[config.mk]
export PLATFORM = sky130hd
export DESIGN_NAME = systolic_feeder_flat
export DESIGN_NICKNAME = d
export VERILOG_FILES = /design/src/rtl/systolic_feeder_if.sv /design/src/rtl/systolic_feeder.sv /design/src/flat_wrapper.sv
export SDC_FILE = /design/constraint.sdc
export NUM_CORES = 1
export LEC_CHECK = 0
export ABC_CLOCK_PERIOD_IN_PS = 2190
export CAP_MARGIN = 30
export CORE_MARGIN = 5
export CORE_UTILIZATION = 25
export CTS_BUF_LIST = sky130_fd_sc_hd__clkbuf_4 sky130_fd_sc_hd__clkbuf_8
export CTS_CLUSTER_DIAMETER = 60
export CTS_CLUSTER_SIZE = 14
export DETAILED_ROUTE_END_ITERATION = 10
export MAX_ROUTING_LAYER = met4
export PLACE_DENSITY = 0.6
export SLEW_MARGIN = 20
export SYNTH_ARGS = -nofsm -noshare
export SYNTH_HDL_FRONTEND = slang
export SYNTH_SLANG_ARGS = --single-unit
[constraint.sdc]
create_clock -name clk_i -period 2.19 [get_ports clk_i]
set_input_delay 0.219 -clock clk_i [delete_from_list [all_inputs] [get_ports clk_i]]
set_output_delay 0.219 -clock clk_i [all_outputs]
set_load 0.1 [all_outputs]
[src/rtl/systolic_feeder_if.sv]
// Operand-feeder bus: K-slice input handshake, skewed operand outputs and pass status.
interface systolic_feeder_if #(
    parameter int N      = 4,
    parameter int DATA_W = 8,
    parameter int K_MAX  = 256,
    parameter int KW     = $clog2(K_MAX + 1)
);
    logic                  start_i;
    logic [KW-1:0]         k_len_i;
    logic                  in_valid_i;
    logic                  in_ready_o;
    logic [N*DATA_W-1:0]   a_col_i;
    logic [N*DATA_W-1:0]   b_row_i;
    logic [N*DATA_W-1:0]   a_o;
    logic [N*DATA_W-1:0]   b_o;
    logic                  busy_o;
    logic                  done_o;
    logic [15:0]           bubble_cnt_o;

    // slave: the feeder itself; master: whoever supplies slices and watches status
    modport slave (
        input  start_i, k_len_i, in_valid_i, a_col_i, b_row_i,
        output in_ready_o, a_o, b_o, busy_o, done_o, bubble_cnt_o
    );

    modport master (
        output start_i, k_len_i, in_valid_i, a_col_i, b_row_i,
        input  in_ready_o, a_o, b_o, busy_o, done_o, bubble_cnt_o
    );
endinterface

[src/rtl/systolic_feeder.sv]
// Skewed operand feeder for an NxN systolic array; sequences one matrix pass per start.
// Optional stall counter enabled by defining FEEDER_BUBBLE_CNT_EN.
//
// state   | meaning
// S_IDLE  | waiting for start_i
// S_FEED  | accepting K slices, in_ready_o high
// S_FLUSH | injecting 2N-2 zero beats so the last slice reaches PE[N-1][N-1]
// S_DONE  | one-cycle completion pulse
module systolic_feeder #(
    parameter int N      = 4,
    parameter int DATA_W = 8,
    parameter int K_MAX  = 256,
    parameter int KW     = $clog2(K_MAX + 1)
) (
    input  logic               clk_i,
    input  logic               rst_i,
    systolic_feeder_if.slave   bus
);
    localparam int FW         = (N > 1) ? $clog2(2 * N) : 1;
    localparam int FLUSH_LAST = (N > 1) ? 2 * N - 3 : 0;

    typedef enum logic [1:0] {
        S_IDLE,
        S_FEED,
        S_FLUSH,
        S_DONE
    } state_t;

    state_t          state_q, state_d;
    logic [KW-1:0]   k_q, k_d;
    logic [KW-1:0]   kcnt_q, kcnt_d;
    logic [FW-1:0]   fcnt_q, fcnt_d;
    logic            busy_q, busy_d;
    logic            accept;
    logic            start_acc;
    logic [KW-1:0]   k_clamped;

    logic [N*DATA_W-1:0] a_out;
    logic [N*DATA_W-1:0] b_out;

    assign k_clamped = (bus.k_len_i > KW'(K_MAX)) ? KW'(K_MAX) : bus.k_len_i;
    assign accept    = bus.in_valid_i && (state_q == S_FEED);
    assign start_acc = bus.start_i && (state_q == S_IDLE);

    always_comb begin
        state_d = state_q;
        k_d     = k_q;
        kcnt_d  = kcnt_q;
        fcnt_d  = fcnt_q;
        case (state_q)
            S_IDLE: begin
                if (bus.start_i) begin
                    k_d    = k_clamped;
                    kcnt_d = '0;
                    state_d = (k_clamped == '0) ? S_DONE : S_FEED;
                end
            end
            S_FEED: begin
                if (accept) begin
                    kcnt_d = kcnt_q + KW'(1);
                    if (kcnt_q == k_q - KW'(1)) begin
                        fcnt_d  = '0;
                        state_d = (N == 1) ? S_DONE : S_FLUSH;
                    end
                end
            end
            S_FLUSH: begin
                fcnt_d = fcnt_q + FW'(1);
                if (fcnt_q == FW'(FLUSH_LAST)) begin
                    state_d = S_DONE;
                end
            end
            S_DONE: begin
                state_d = S_IDLE;
            end
            default: begin
                state_d = S_IDLE;
            end
        endcase
        busy_d = (state_d == S_FEED) || (state_d == S_FLUSH);
    end

    always_ff @(posedge clk_i) begin
        if (rst_i) begin
            state_q <= S_IDLE;
            k_q     <= '0;
            kcnt_q  <= '0;
            fcnt_q  <= '0;
            busy_q  <= 1'b0;
        end else begin
            state_q <= state_d;
            k_q     <= k_d;
            kcnt_q  <= kcnt_d;
            fcnt_q  <= fcnt_d;
            busy_q  <= busy_d;
        end
    end

    // Lane i is a chain of i+1 registers; idle cycles push zeros so lanes stay aligned.
    for (genvar i = 0; i < N; i++) begin : g_lane
        logic [DATA_W-1:0] a_sr_q [0:i];
        logic [DATA_W-1:0] b_sr_q [0:i];

        always_ff @(posedge clk_i) begin
            if (rst_i) begin
                for (int s = 0; s <= i; s++) begin
                    a_sr_q[s] <= '0;
                    b_sr_q[s] <= '0;
                end
            end else begin
                a_sr_q[0] <= accept ? bus.a_col_i[i*DATA_W +: DATA_W] : '0;
                b_sr_q[0] <= accept ? bus.b_row_i[i*DATA_W +: DATA_W] : '0;
                for (int s = 1; s <= i; s++) begin
                    a_sr_q[s] <= a_sr_q[s-1];
                    b_sr_q[s] <= b_sr_q[s-1];
                end
            end
        end

        assign a_out[i*DATA_W +: DATA_W] = a_sr_q[i];
        assign b_out[i*DATA_W +: DATA_W] = b_sr_q[i];
    end

    assign bus.a_o        = a_out;
    assign bus.b_o        = b_out;
    assign bus.in_ready_o = (state_q == S_FEED);
    assign bus.busy_o     = busy_q;
    assign bus.done_o     = (state_q == S_DONE);

`ifdef FEEDER_BUBBLE_CNT_EN
    logic [15:0] bubble_q, bubble_d;

    always_comb begin
        bubble_d = bubble_q;
        if (start_acc) begin
            bubble_d = '0;
        end else if ((state_q == S_FEED) && !bus.in_valid_i && (bubble_q != 16'hFFFF)) begin
            bubble_d = bubble_q + 16'd1;
        end
    end

    always_ff @(posedge clk_i) begin
        if (rst_i) begin
            bubble_q <= '0;
        end else begin
            bubble_q <= bubble_d;
        end
    end

    assign bus.bubble_cnt_o = bubble_q;
`else
    logic unused_start_acc;
    assign unused_start_acc = start_acc;
    assign bus.bubble_cnt_o = 16'h0;
`endif

endmodule

[src/flat_wrapper.sv]
// flat-port wrapper written by rule: the top's interface ports become plain ports
module systolic_feeder_flat 
#(
    parameter int N      = 4,
    parameter int DATA_W = 8,
    parameter int K_MAX  = 256,
    parameter int KW     = $clog2(K_MAX + 1)
)
  (clk_i, rst_i, bus_start_i, bus_k_len_i, bus_in_valid_i, bus_a_col_i, bus_b_row_i, bus_in_ready_o, bus_a_o, bus_b_o, bus_busy_o, bus_done_o, bus_bubble_cnt_o);
  systolic_feeder_if #(.N(N), .DATA_W(DATA_W), .K_MAX(K_MAX), .KW(KW)) bus_i ();
  input  logic clk_i;
  input  logic rst_i;
  input wire logic [$bits(bus_i.start_i)-1:0] bus_start_i;
  input wire logic [$bits(bus_i.k_len_i)-1:0] bus_k_len_i;
  input wire logic [$bits(bus_i.in_valid_i)-1:0] bus_in_valid_i;
  input wire logic [$bits(bus_i.a_col_i)-1:0] bus_a_col_i;
  input wire logic [$bits(bus_i.b_row_i)-1:0] bus_b_row_i;
  output wire logic [$bits(bus_i.in_ready_o)-1:0] bus_in_ready_o;
  output wire logic [$bits(bus_i.a_o)-1:0] bus_a_o;
  output wire logic [$bits(bus_i.b_o)-1:0] bus_b_o;
  output wire logic [$bits(bus_i.busy_o)-1:0] bus_busy_o;
  output wire logic [$bits(bus_i.done_o)-1:0] bus_done_o;
  output wire logic [$bits(bus_i.bubble_cnt_o)-1:0] bus_bubble_cnt_o;
  assign bus_i.start_i = bus_start_i;
  assign bus_i.k_len_i = bus_k_len_i;
  assign bus_i.in_valid_i = bus_in_valid_i;
  assign bus_i.a_col_i = bus_a_col_i;
  assign bus_i.b_row_i = bus_b_row_i;
  assign bus_in_ready_o = bus_i.in_ready_o;
  assign bus_a_o = bus_i.a_o;
  assign bus_b_o = bus_i.b_o;
  assign bus_busy_o = bus_i.busy_o;
  assign bus_done_o = bus_i.done_o;
  assign bus_bubble_cnt_o = bus_i.bubble_cnt_o;
  systolic_feeder #(.N(N), .DATA_W(DATA_W), .K_MAX(K_MAX), .KW(KW)) u_core (.clk_i(clk_i), .rst_i(rst_i), .bus(bus_i));
endmodule
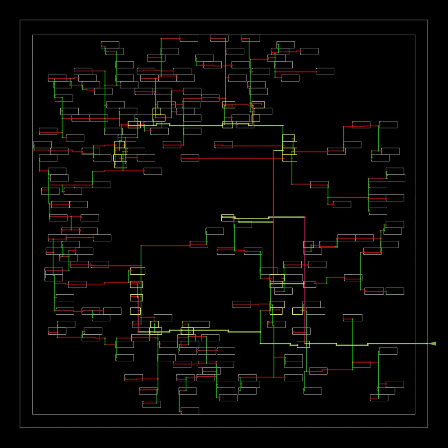
(clock nets)
clock buffers: 17
Final Skew: 0.01755 ns

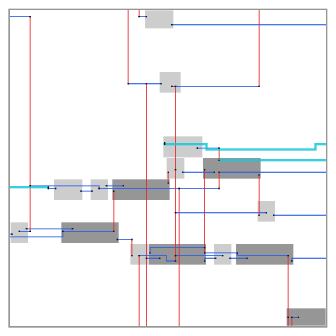
(zoomed window)
Window x 63 to 103, y 63 to 103 um. Cells in grey, sequential cells in the stronger grey; small squares are vias.
red -> M2
blue -> M1
cyan -> M3
netlist names of flops here include = u_core.g_lane.a_sr_q (6)
sequential cells in the window = 6
most frequent = dfxtp_1 (6), nor2b_1 (4)
cells with their middle in the window = 16

==> reports/results.ini <==
[global_routing]
grt_max_degree=56
antenna_found_initial=2
grt_overflow=0
grt.total_usage_pct=9.451
grt_pass1_wl_um=20160
grt_pass1_vias=3833

[drt]
drc=0
detail-route-antenna-nets=0
vias=3887
dr.pass1.iters=4
wl_um=12540
wl_per_cell_um=12.16
drt_iter0_markers=135
routed_via_density=3.770

[finish]
area_delta_synth_final_pct=31.13
flop_area_um2=3687
nNetsFinal=777
drive_above_1_share_pct=18.87
fin_util_pct=33.13
fin_cells=1031
n_fill_cell=2515
mi_logic_area_um2=2067

[timing]
final_hold_viol_count=0
setup_viol=0
fmax_ghz=0.4686
finalCritPeriodShare_pct=97.45
tightest_slew_ns=0.5373
hold_slack_ns=0.1536
fin_crit_ns=2.134
rsz0062_at_grt=true
max_slew_margin_pct=64.18
maxSlewViolCount=0
final.setup.tns_ns=0

[place]
port_buffers=143
gp_congestion=0.8504
place.detailed.hpwl_um=9076
dp_cells=995

[synthesis]
syn-cell-area_um2=6126
top_area_share_pct=60.13
ys_warn_count=0
synth.yosys.num_cells=570
most_common_cell=dfxtp_1
synth-edff-count=0
syn_inst=570
synthArstFlopShare_pct=0
flop_cell=dfxtp_1
yosys-top-cells-area=dfxtp_1 60%, nor2b_1 10%, and2_1 6.5%, buf_4 5.9%, ha_1 1.6%
yosys_register_bits=184
yosys_area_um2=6126
postSynthSeqShare_pct=60.13
largest_area_cell=dfxtp_1
synth_cell_types=44
syn_avg_cell_area_um2=10.75
top_cells_by_count=184 x dfxtp_1, 98 x nor2b_1, 64 x and2_1

[critical_path]
crit_path_end_kind=flip-flop
reg2reg_depth=6
worstPathArrival_ns=2.51
r2r_slack_ns=0.06
worstSetupStartpoint=u_core.k_q[3]
worstSetupStartpointType=flip-flop
path_max_fanout=5
setup.worst_path.end=u_core.fcnt_q[0]
r2r-start=u_core.k_q[3]
worstSetupPathType=flip-flop to flip-flop
r2r-end=u_core.fcnt_q[0]
critPathRequiredTime_ns=2.57

[clock_tree]
cts_buffers=17
cts_tree=yes
htree_levels=4
clk_pin_slew_ns=0.11
cts_max_path_buffers=2
clock_latency_ns=0.45
postCtsHoldBufs=0
cts-root-buf=clkbuf_8
clkSinkCount=184

[floorplan]
rows=57
die_area_um2=27730
die_w_um=166.5
fp-utilization_pct=25.26
chipHeight_um=166.5
core_um2=24250
io_pins=160

[worst_hold_path]
min_path_type=primary input to flip-flop

[power]
irDropWorstVdd_mv=0.4070
power_density_nw_per_um2=934.8
p_leak_nw=3.240
power_w=0.007509

[run]
openroad.warnings=31
maxCapViolations=0

[outcome]
outcome=completed

what timing repair did:
item / 4_1_cts / 5_1_grt
gates cloned: 0 / 0
gates resized: 1 / 9
setup endpoints to repair: 1 / 6
buffers inserted: 1 / 1
pin swaps: 2 / 3
cell type report:
class | count | share of cell area [%]
inverters | 8 | 0.3738
repair buffers | 160 | 17.45
clock inverters | 15 | 2.523
multi-input cells | 321 | 25.73
diodes | 2 | 0.06231
well taps | 324 | 5.047
clock buffers | 17 | 2.913
flip-flops and latches | 184 | 45.90
report_power, final:
part	switching [W]	total, W	internal, W
Combinational	0.00101	0.00152	0.000510
Sequential	0.0000705	0.00359	0.00352
Clock	0.00140	0.00239	0.000995
how the worst min path moves through the flow:
stage | startpoint | to | slack, ns | depth (start not counted)
finish | rst_i | u_core.g_lane[1].b_sr_q[0][10] | 0.15 | 2
global route | rst_i | u_core.k_q[1] | 0.14 | 2
CTS | rst_i | u_core.k_q[0] | 0.14 | 2
detailed placement | u_core.g_lane[3].b_sr_q[2][2] | u_core.g_lane[3].b_sr_q[3][2] | 0.42 | 1
global placement | u_core.g_lane[2].b_sr_q[0][2] | u_core.g_lane[2].b_sr_q[0][10] | 0.42 | 1
floorplan | bus_a_col_i[0] | u_core.g_lane[0].a_sr_q[0][0] | 0.34 | 1
state kept, by name, indices dropped and copies added, names as in the netlist:
name                  cells
u_core.state_q            2
u_core.k_q                9
u_core.g_lane.a_sr_q     80
u_core.kcnt_q             9
u_core.fcnt_q             3
u_core.g_lane.b_sr_q     80
u_core.bus.busy_o         1
worst max-delay path: stages (launching register included):
cell and delay (ns):
dfxtp_2 0.36, or3_4 0.38, or3_1 0.40, a211oi_2 0.33, o2111ai_4 0.17, a21boi_2 0.23
mux2i_1 0.19
metrics by stage:
step	setup slack, ns	area, um2
after floorplan	0.03471	6195
after global placement	0.06111	7542
after detailed placement	0.01106	7542
after CTS	0.001152	7998
after global routing	-0.04410	8033
final	0.05592	8033
routing by layer:
layer  track usage, %  vias up  part of all wire [%]
met1            10.84     1769                    44
met2            14.64      105                    47
met3            4.219       13                   7.4
li1                 -     2000                     -
met5                -        -                     0
met4            3.486        0                   1.5
cell usage in the layout (no fill, tap or decap), drive strengths merged, types with 2 or more instances in the layout:
master,synthesis,routed
or3,7,7
clkdlybuf4s50,0,75
o31ai,2,2
xor2,7,7
xnor2,7,7
nand4,3,3
and2,64,64
clkinv,0,7
a211oi,4,4
o21ai,8,8
nand2b,6,6
conb,1,16
diode,0,2
inv,8,15
nor2,20,20
a21oi,18,18
nand2,7,7
ha,8,8
nor2b,98,98
clkbuf,23,17
dfxtp,184,184
o211ai,2,2
nor3b,8,8
nand3,6,6
mux2i,2,2
a31oi,4,4
o21a,2,2
nor3,7,7
buf,49,85
nor4,2,2
kinds of logic after synthesis:
group	Yosys count	share of synthesized area, %
and+or+nand+nor	235	23.12
AOI/OAI and AO/OA	46	4.861
DFF	184	60.13
muxes	2	0.3268
other	1	0.06122
buffers and inverters	80	7.864
adders and majority gates	8	1.634
xor gates and xnor gates	14	2.002
